[config.mk]
export PLATFORM = sky130hd
export DESIGN_NAME = vga_sync_monitor
export DESIGN_NICKNAME = d
export VERILOG_FILES = /design/src/rtl/vga_mon_pkg.sv /design/src/rtl/vga_sync_monitor_edge_fall.sv /design/src/rtl/vga_sync_monitor.sv
export SDC_FILE = /design/constraint.sdc
export NUM_CORES = 1
export LEC_CHECK = 0
export CAP_MARGIN = 10
export CELL_PAD_IN_SITES_DETAIL_PLACEMENT = 1
export CELL_PAD_IN_SITES_GLOBAL_PLACEMENT = 2
export CORE_MARGIN = 1
export CORE_UTILIZATION = 35
export CTS_CLUSTER_DIAMETER = 80
export DETAILED_ROUTE_END_ITERATION = 12
export GPL_TIMING_DRIVEN = 1
export PLACE_DENSITY = 0.79
export SLEW_MARGIN = 20
export SYNTH_ARGS = -nofsm -noshare
export SYNTH_HDL_FRONTEND = slang
export SYNTH_HIERARCHICAL = 1
export SYNTH_SLANG_ARGS = --single-unit
[constraint.sdc]
create_clock -name clk -period 4.2 [get_ports clk]
set_input_delay 0.84 -clock clk [delete_from_list [all_inputs] [get_ports clk]]
set_output_delay 0.84 -clock clk [all_outputs]
set_load 0.05 [all_outputs]
[src/rtl/vga_mon_pkg.sv]
// Shared types and widths for the VGA sync monitor.
package vga_mon_pkg;

    typedef enum logic [1:0] {
        IDLE   = 2'd0,
        SYNC   = 2'd1,
        CHECK1 = 2'd2,
        LOCKED = 2'd3
    } state_t;

    localparam int HCNT_W  = 12;
    localparam int LCNT_W  = 11;
    localparam int PIXX_W  = 11;
    localparam int PIXY_W  = 10;
    localparam int SUM_W   = 24;
    localparam int FCNT_W  = 16;

    function automatic int span4(input int a, input int b, input int c, input int d);
        return a + b + c + d;
    endfunction

endpackage

[src/rtl/vga_sync_monitor_edge_fall.sv]
// Registers one sync input and flags the sample where it first reads low.
module edge_fall (
    input  logic clk,
    input  logic nrst,
    input  logic d,
    output logic q,
    output logic q_prev,
    output logic fall
);

    // Syncs idle high, so resetting high avoids a false edge after reset.
    always_ff @(posedge clk or negedge nrst) begin
        if (!nrst) begin
            q      <= 1'b1;
            q_prev <= 1'b1;
        end else begin
            q      <= d;
            q_prev <= q;
        end
    end

    assign fall = q_prev & ~q;

endmodule

[src/rtl/vga_sync_monitor.sv]
// Receiver-side checker for VGA timing: geometry checks, sticky errors, lock FSM,
// per-frame RGB checksum and active-pixel coordinates.
module vga_sync_monitor
    import vga_mon_pkg::*;
#(
    parameter int HDISP  = 800,
    parameter int VDISP  = 480,
    parameter int HFP    = 40,
    parameter int HPULSE = 48,
    parameter int HBP    = 40,
    parameter int VFP    = 13,
    parameter int VPULSE = 3,
    parameter int VBP    = 29
) (
    input  logic                clk,
    input  logic                nrst,
    input  logic                vga_hs,
    input  logic                vga_vs,
    input  logic                vga_blank,
    input  logic [7:0]          vga_r,
    input  logic [7:0]          vga_g,
    input  logic [7:0]          vga_b,
    input  logic                clr_err,
    output logic                locked,
    output logic                h_err,
    output logic                v_err,
    output logic                blank_err,
    output logic [FCNT_W-1:0]   frame_cnt,
    output logic [SUM_W-1:0]    frame_sum,
    output logic [PIXX_W-1:0]   pix_x,
    output logic [PIXY_W-1:0]   pix_y,
    output logic                pix_valid,
    output state_t              dbg_state
);

    localparam int HTOTAL = span4(HDISP, HFP, HPULSE, HBP);
    localparam int VTOTAL = span4(VDISP, VFP, VPULSE, VBP);

    localparam logic [HCNT_W-1:0] H_LAST  = HCNT_W'(HTOTAL - 1);
    localparam logic [HCNT_W-1:0] H_PULSE = HCNT_W'(HPULSE);
    localparam logic [HCNT_W-1:0] HW_LO   = HCNT_W'(HPULSE + HBP);
    localparam logic [HCNT_W-1:0] HW_HI   = HCNT_W'(HPULSE + HBP + HDISP - 1);
    localparam logic [HCNT_W-1:0] H_MAX   = '1;
    localparam logic [LCNT_W-1:0] L_LAST  = LCNT_W'(VTOTAL - 1);
    localparam logic [LCNT_W-1:0] V_PULSE = LCNT_W'(VPULSE);
    localparam logic [LCNT_W-1:0] LA_LO   = LCNT_W'(VPULSE + VBP);
    localparam logic [LCNT_W-1:0] LA_HI   = LCNT_W'(VPULSE + VBP + VDISP - 1);
    localparam logic [LCNT_W-1:0] L_MAX   = '1;

    logic hs_q, hs_p, hs_fall, hs_rise;
    logic vs_q, vs_p, vs_fall, vs_rise;
    logic blank_q;
    logic [7:0] r_q, g_q, b_q;

    edge_fall u_hs_edge (.clk(clk), .nrst(nrst), .d(vga_hs), .q(hs_q), .q_prev(hs_p), .fall(hs_fall));
    edge_fall u_vs_edge (.clk(clk), .nrst(nrst), .d(vga_vs), .q(vs_q), .q_prev(vs_p), .fall(vs_fall));

    assign hs_rise = hs_q & ~hs_p;
    assign vs_rise = vs_q & ~vs_p;

    always_ff @(posedge clk or negedge nrst) begin
        if (!nrst) begin
            blank_q <= 1'b0;
            r_q     <= '0;
            g_q     <= '0;
            b_q     <= '0;
        end else begin
            blank_q <= vga_blank;
            r_q     <= vga_r;
            g_q     <= vga_g;
            b_q     <= vga_b;
        end
    end

    // *_cur are the counter values that belong to the current registered sample.
    logic [HCNT_W-1:0] hcnt, hcnt_cur;
    logic [LCNT_W-1:0] lcnt, lcnt_cur;

    always_comb begin
        hcnt_cur = hcnt;
        if (hs_fall)
            hcnt_cur = '0;
        else if (hcnt != H_MAX)
            hcnt_cur = hcnt + 1'b1;
    end

    always_comb begin
        lcnt_cur = lcnt;
        if (vs_fall)
            lcnt_cur = '0;
        else if (hs_fall && lcnt != L_MAX)
            lcnt_cur = lcnt + 1'b1;
    end

    always_ff @(posedge clk or negedge nrst) begin
        if (!nrst) begin
            hcnt <= '0;
            lcnt <= '0;
        end else begin
            hcnt <= hcnt_cur;
            lcnt <= lcnt_cur;
        end
    end

    state_t state, state_nxt;
    logic   checking;
    logic   line_act_old, line_act_cur, blank_exp;
    logic   h_set, v_set, b_set, err_now;

    assign checking     = (state != IDLE);
    assign line_act_old = (lcnt >= LA_LO) && (lcnt <= LA_HI);
    assign line_act_cur = (lcnt_cur >= LA_LO) && (lcnt_cur <= LA_HI);
    assign blank_exp    = line_act_cur && (hcnt_cur >= HW_LO) && (hcnt_cur <= HW_HI);

    assign h_set = checking && ((hs_fall && line_act_old && hcnt != H_LAST) ||
                                (hs_rise && line_act_cur && hcnt_cur != H_PULSE) ||
                                (!hs_fall && hcnt_cur == H_MAX));
    assign v_set = checking && ((vs_fall && lcnt != L_LAST) ||
                                (vs_rise && lcnt_cur != V_PULSE) ||
                                (!vs_fall && lcnt_cur == L_MAX));
    assign b_set = checking && (blank_q != blank_exp);
    assign err_now = h_set | v_set | b_set;

    // frame_bad remembers any error since the last VS fall so SYNC only
    // advances on a frame that was clean end to end.
    logic frame_bad;

    always_comb begin
        state_nxt = state;
        case (state)
            IDLE:    if (vs_fall) state_nxt = SYNC;
            SYNC:    if (vs_fall && !frame_bad && !err_now) state_nxt = CHECK1;
            CHECK1:  if (err_now) state_nxt = SYNC;
                     else if (vs_fall) state_nxt = LOCKED;
            LOCKED:  if (err_now) state_nxt = SYNC;
            default: state_nxt = IDLE;
        endcase
    end

    always_ff @(posedge clk or negedge nrst) begin
        if (!nrst) begin
            state     <= IDLE;
            frame_bad <= 1'b0;
            h_err     <= 1'b0;
            v_err     <= 1'b0;
            blank_err <= 1'b0;
        end else begin
            state     <= state_nxt;
            frame_bad <= vs_fall ? 1'b0 : (frame_bad | err_now);
            h_err     <= h_set | (h_err & ~clr_err);
            v_err     <= v_set | (v_err & ~clr_err);
            blank_err <= b_set | (blank_err & ~clr_err);
        end
    end

    assign locked    = (state == LOCKED);
    assign dbg_state = state;

    logic [SUM_W-1:0] acc, pix_sum;
    assign pix_sum = {16'b0, r_q} + {16'b0, g_q} + {16'b0, b_q};

    always_ff @(posedge clk or negedge nrst) begin
        if (!nrst) begin
            acc       <= '0;
            frame_sum <= '0;
            frame_cnt <= '0;
        end else begin
            acc <= (vs_fall ? '0 : acc) + (blank_q ? pix_sum : '0);
            if (vs_fall && checking) begin
                frame_sum <= acc;
                frame_cnt <= frame_cnt + 1'b1;
            end
        end
    end

    // pix_valid doubles as the previous blank sample for run-start detection.
    logic seen_act, seen_cur;
    assign seen_cur = vs_fall ? 1'b0 : seen_act;

    always_ff @(posedge clk or negedge nrst) begin
        if (!nrst) begin
            seen_act  <= 1'b0;
            pix_valid <= 1'b0;
            pix_x     <= '0;
            pix_y     <= '0;
        end else begin
            seen_act  <= seen_cur | blank_q;
            pix_valid <= blank_q;
            if (blank_q)
                pix_x <= pix_valid ? pix_x + 1'b1 : '0;
            if (blank_q && !pix_valid)
                pix_y <= seen_cur ? pix_y + 1'b1 : '0;
        end
    end

endmodule

==> run_1/logic_types.png <==
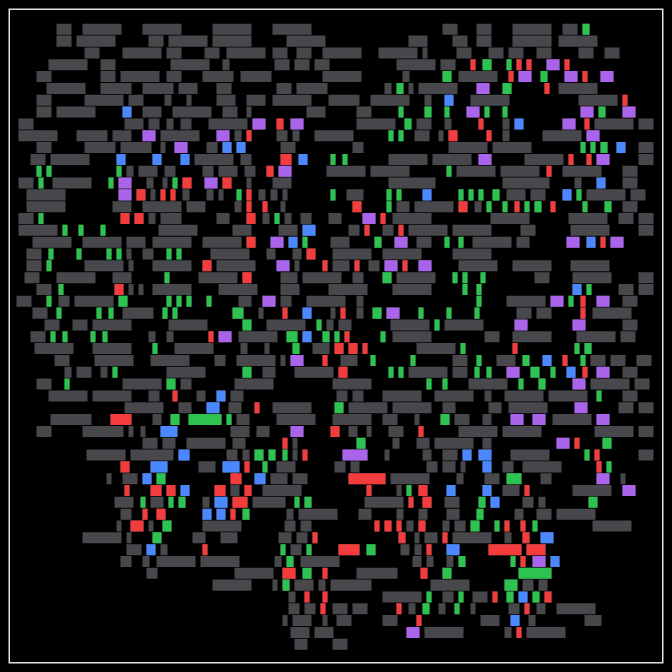
color	family	cells
red	nor cells	117
purple	xor and xnor cells	51
blue	and/or cells	45
green	nand cells	170
top logic cell by instance count in the layout: sky130_fd_sc_hd__dfrtp_1
Final Instance Count excl. Fillers: 1157
fraction of area in multi-input gates: 39.4%

==> run_1/clk_routes.png <==
Scale bar: 50 microns.
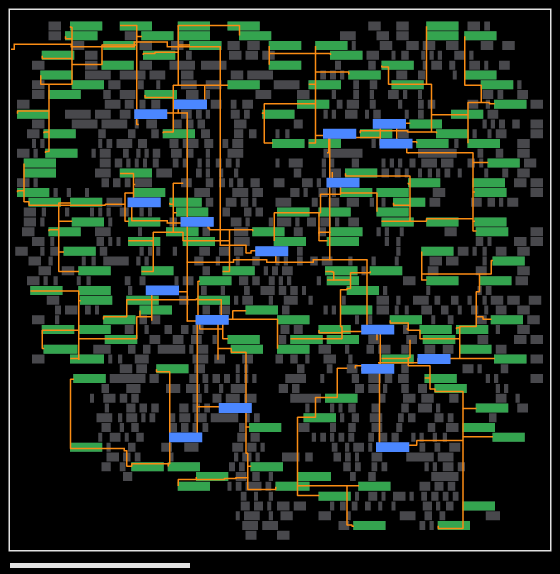
[green] flip-flops | count: 145
[blue] clock drivers | count: 17
[orange] clock wires | length: 2100 microns
routed clock nets	18
flops lie	spread over the die
Clock group: 1540 uW
clk_skew: 9.95 ps

==> run_1/congestion.png <==
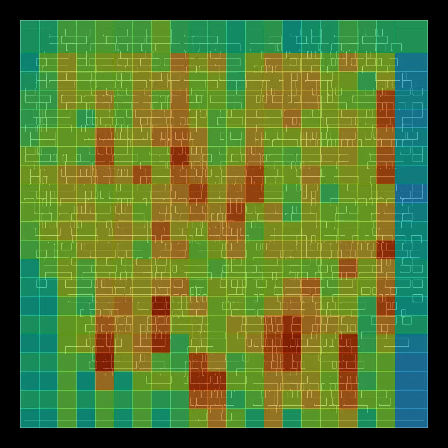
global-route track usage on met3: 2.90%
global-route usage over all layers: 18.6%

==> metrics.csv, run 1 <==
metric;value;unit
dieArea;0.0225;sq mm
violation_count_after_the_first_detailed_routing_iteration;311;
yosys.stat.chipArea;0.00766;sq mm
cts_inserted_buffers;17;
cts.path.max_buffers;2;
worst-path-max-fanout;6;
start_kind;register;
finish.instance_area;0.00948;sq mm
finalHoldViolCount;0;
post_synth_inst_count;779;
leakagePower;0.00423;uW
ys_seq_share;47.4;%
final_layout_top_logic_cells;sky130_fd_sc_hd__dfrtp_1 (141), sky130_fd_sc_hd__nand2_1 (112), sky130_fd_sc_hd__clkdlybuf4s50_1 (96);
slowest_cp_cell;sky130_fd_sc_hd__fa_1;
hold_ws;393;ps
layout-drive-gt1-share;8.50;%
tritoncts;yes;
critical_path.top_delay_family;adder cells;
irDropWorstVdd;0.316;mV
synthDominantCellAreaShare;46.0;%
floorplan.core_util;36.1;%
synthesis.yosys.warnings;6;
period_minus_slack;4010;ps
wl_per_cell;17.0;microns
area_delta_synth_final;23.7;%
finalCritPeriodShare;95.4;%
hold_path.class;reg2reg;
timing.critical_path.depth;15;
least_margin_pin_slew;835;ps
core-area;0.0212;sq mm
power.density;486;mW/mm^2
yosysCellCount;779;
drtAntennaViolNets;0;
route.vias.total;6020;
synth.top_cells.by_count;sky130_fd_sc_hd__dfrtp_1 (141), sky130_fd_sc_hd__nand2_1 (112), sky130_fd_sc_hd__nor2_1 (73), sky130_fd_sc_hd__inv_1 (39);
layout_top_registers;acc (24), frame_sum (24), frame_cnt (16);
simple_gate_share;22.3;%
route.detailed.drc;0;
port_buffers;97;
synth-adder-area-share;7.02;%
count_of_flip_flops_with_a_built_in_enable_after_synthesis;0;
clock_sink_count;145;
data_arrival_at_the_endpoint_of_the_critical_path;4310;ps
mappedNetlistArea;0.00766;sq mm
postSynth.topFlopCell;sky130_fd_sc_hd__dfrtp_1;
synth.cellmix.xorXnorShare;5.93;%
standard_cell_area_after_detailed_placement;0.00887;sq mm
clkSlewWorstSetupHoldPaths;70;ps
design.portCount;98;
die_wd;150;microns
critical-path-top-cell-by-count;sky130_fd_sc_hd__a21oi_1;
max_slew_violations;0;
synthesis.area_per_instance;9.84;sq um
diodes;0;
mux_area_share;1.40;%
async_flop_share;100;%
worst_skew_pair.late_latency;430;ps
path_buffers;0;
run_status;completed;
via_count_of_the_first_global_routing_pass;6457;
synth_compound_gate_area_share;12.0;%
drt_pass1_iterations;4;
final.fill_count;2377;
antenna_violations_before_repair;0;
register_to_register_setup_slack;190;ps
setup_viol;0;
fin_setup_tns;0;ps
setup_slack;191;ps
detail_route.wirelength;19700;microns
cts_hold_repair.buffers;0;
ff2ff_path_depth;15;
postSynthNetCount;846;
grt_start_max_net_pins;84;
timing.setup.critical_path_class;reg2reg;
netlist.top_cell.by_area;sky130_fd_sc_hd__dfrtp_1;
==> run 1: metal layers <==
metal	wire [microns]	GRT usage, %	vias up
li1	-	-	2858
met1	9470	24.9	3039
met2	9440	30.9	108
met3	576	2.90	15
met4	202	5.30	0
met5	0	0	-
==> run 1: power by group <==
| part | internal [uW] | switching (uW) |
|---|---|---|
| Sequential | 1580 | 186 |
| Clock | 902 | 641 |
| Combinational | 488 | 805 |
==> run 1: cell type report <==
class	instances	area, sq um	area share, %
repair buffers	104	1020	10.8
clock buffers	19	443	4.67
inverters	39	146	1.54
clock inverters	13	153	1.61
well taps	275	344	3.63
multi-input cells	562	3740	39.4
flip-flops and latches	145	3630	38.3
==> run 1: metrics by stage <==
stage	power [uW]	utilization, %
6_report	4600	44.7
3_3_place_gp	3030	41.8
3_5_place_dp	3070	41.8
5_1_grt	4840	44.7
4_1_cts	4650	44.6
2_1_floorplan	2640	-
==> run 1: worst paths after layout <==
path	startpoint	to
min in group asynchronous	nrst	hcnt[8]$_DFF_PN0_
max reg2reg	r_q[1]$_DFF_PN0_	acc[18]$_DFF_PN0_
max in group asynchronous	nrst	pix_y[0]$_DFFE_PN0P_
min reg2reg	u_vs_edge/q$_DFF_PN1_	u_vs_edge/q_prev$_DFF_PN1_
min	u_vs_edge/q$_DFF_PN1_	u_vs_edge/q_prev$_DFF_PN1_
max	r_q[1]$_DFF_PN0_	acc[18]$_DFF_PN0_
==> run 1: timing repair <==
action,CTS,global route
gates resized,0,7
setup buffers,0,0
setup endpoints to repair,0,10
==> run 1: logic make-up after synthesis <==
| group | Yosys count |
|---|---|
| flip-flops | 145 |
| multiplexers | 10 |
| AND/OR/NAND/NOR | 332 |
| AND-OR/OR-AND | 132 |
| adder cells (fa/ha/maj) | 37 |
| buffers and inverters | 72 |
| XOR/XNOR | 51 |
--- run 2 (diff from run 1) ---
SLEW_MARGIN = default   (was 20)
clock period = 4.5 ns   (was 4.2 ns; I/O delays follow)
==> run_2/logic_types.png <==
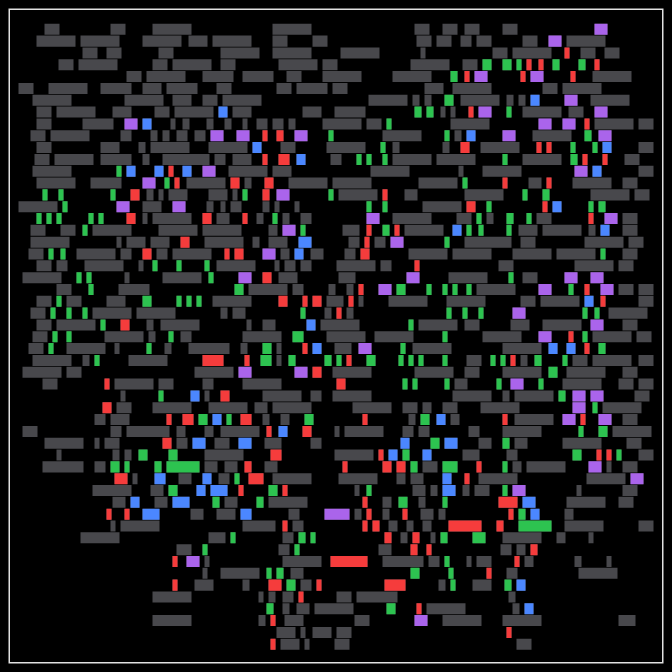
color	family	cells
purple	xor and xnor cells	51
green	nand cells	170
red	nor cells	117
blue	and/or cells	45
Final Instance Count excl. Fillers: 1156
fraction of area in multi-input gates: 39.4%

==> metrics.csv, run 2 <==
metric;value;unit
drtAntennaViolNets;0;
global_route.usage.total;18.8;%
period_minus_slack;4170;ps
async_flop_share;100;%
synth-adder-area-share;7.02;%
leakagePower;0.00422;uW
grt_use_met1;25.6;%
tritoncts;yes;
die_wd;150;microns
mux_area_share;1.40;%
slowest_cp_cell;sky130_fd_sc_hd__fa_1;
dieArea;0.0225;sq mm
postSynth.topFlopCell;sky130_fd_sc_hd__dfrtp_1;
comb-power;1200;uW
count_of_flip_flops_with_a_built_in_enable_after_synthesis;0;
cts_inserted_buffers;17;
yosys.stat.chipArea;0.00766;sq mm
post-cts-setup-buffers;0;
run_status;completed;
clkSlewWorstSetupHoldPaths;60;ps
ys_seq_share;47.4;%
mappedNetlistArea;0.00766;sq mm
yosysCellCount;779;
netlist.top_cell.by_area;sky130_fd_sc_hd__dfrtp_1;
drt_pass1_iterations;4;
switchingPower;1500;uW
power.density;450;mW/mm^2
standard_cell_area_after_detailed_placement;0.00886;sq mm
synth_compound_gate_area_share;12.0;%
port_buffers;97;
proportion_of_power_drawn_by_combinational_gates;28.3;%
antenna_violations_before_repair;0;
synthDominantCellAreaShare;46.0;%
floorplan.core_util;36.1;%
design.portCount;98;
sw_frac_of_total;35.3;%
route.detailed.drc;0;
met3_wirelength;630;microns
irDropWorstVdd;0.324;mV
met3_usage;3.26;%
grt_start_max_net_pins;86;
data_arrival_at_the_endpoint_of_the_critical_path;4470;ps
fin_setup_tns;0;ps
power_report.internal_total;2750;uW
start_kind;register;
core-area;0.0212;sq mm
layout_top_registers;acc (24), frame_sum (24), frame_cnt (16);
synthesis.area_per_instance;9.84;sq um
highest_power_group;registers;
via_count_of_the_first_global_routing_pass;6496;
finalHoldViolCount;0;
finish.instance_area;0.00945;sq mm
cts_hold_repair.buffers;0;
ctsResizeCount;0;
simple_gate_share;22.3;%
synth.top_cells.by_count;sky130_fd_sc_hd__dfrtp_1 (141), sky130_fd_sc_hd__nand2_1 (112), sky130_fd_sc_hd__nor2_1 (73), sky130_fd_sc_hd__inv_1 (39);
hold_ws;386;ps
hold_path.class;reg2reg;
cts.path.max_buffers;2;
worst-path-max-fanout;6;
met2RoutedLength;9380;microns
final_common_cell;sky130_fd_sc_hd__dfrtp_1;
route.vias.total;5993;
route.layer.met1.wl;9210;microns
worst_r2r_startpoint;r_q[1]$_DFF_PN0_;
layout-drive-gt1-share;8.06;%
register_to_register_setup_slack;330;ps
==> run_2/clk_routes.png <==
Scale bar: 50 microns.
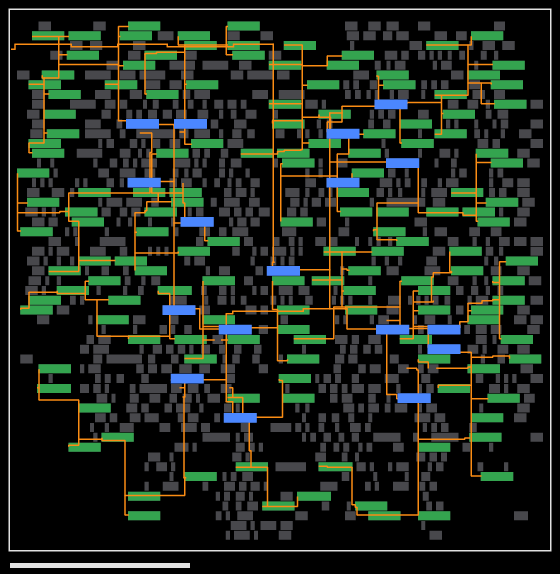
[blue] clock drivers | count: 17
[green] flip-flops | count: 145
[orange] clock wires | length: 2040 microns
routed clock nets	18
clk_skew: 9.26 ps
Clock group: 1400 uW
Clock Latency Late Sink: 420 ps
clock share of power: 33.0%

## run 2: cell counts after synthesis
Identical to the previous run, type by type.
## run 2: logic make-up after synthesis
logic type,count (synthesis)
adder cells (fa/ha/maj),37
AND/OR/NAND/NOR,332
flip-flops,145
multiplexers,10
buffers and inverters,72
XOR/XNOR,51
AND-OR/OR-AND,132
## run 2: worst max path at each step
| stage | depth (start not counted) | to | from | slack (ps) |
|---|---|---|---|---|
| floorplan | 15 | acc[12]$_DFF_PN0_ | r_q[1]$_DFF_PN0_ | 840 |
| global placement | 14 | acc[12]$_DFF_PN0_ | r_q[1]$_DFF_PN0_ | 560 |
| detailed placement | 14 | acc[12]$_DFF_PN0_ | r_q[1]$_DFF_PN0_ | 490 |
| CTS | 14 | acc[12]$_DFF_PN0_ | r_q[1]$_DFF_PN0_ | 320 |
| global route | 14 | acc[12]$_DFF_PN0_ | r_q[1]$_DFF_PN0_ | 100 |
| finish | 14 | acc[18]$_DFF_PN0_ | r_q[1]$_DFF_PN0_ | 330 |
## run 2: cell type report
cell class	count	area, sq um
timing repair buffer	103	1020
sequential	145	3630
fill	2398	11800
clock inverter	14	155
inverter	39	146
multi-input combinational	562	3720
tap	275	344
clock buffer	18	429
## run 2: through the flow
step	instances	setup WS, ps	total power, uW	utilization [%]
2_1_floorplan	779	838	2460	-
3_3_place_gp	1124	560	2820	41.8
3_5_place_dp	1124	490	2870	41.8
4_1_cts	1156	316	4320	44.5
5_1_grt	1156	101	4490	44.5
6_report	1156	328	4260	44.5
## run 2: worst max-delay path: cells and delay by family (launching register included)
family | cells | cell delay [ps]
XOR/XNOR | 1 | 160
AND/OR/NAND/NOR | 1 | 170
multiplexers | 1 | 350
adder cells (fa/ha/maj) | 4 | 1460
AND-OR/OR-AND | 7 | 1540
flip-flops | 1 | 380
Power figures rest on the tool's default switching activity, not on a simulated workload.
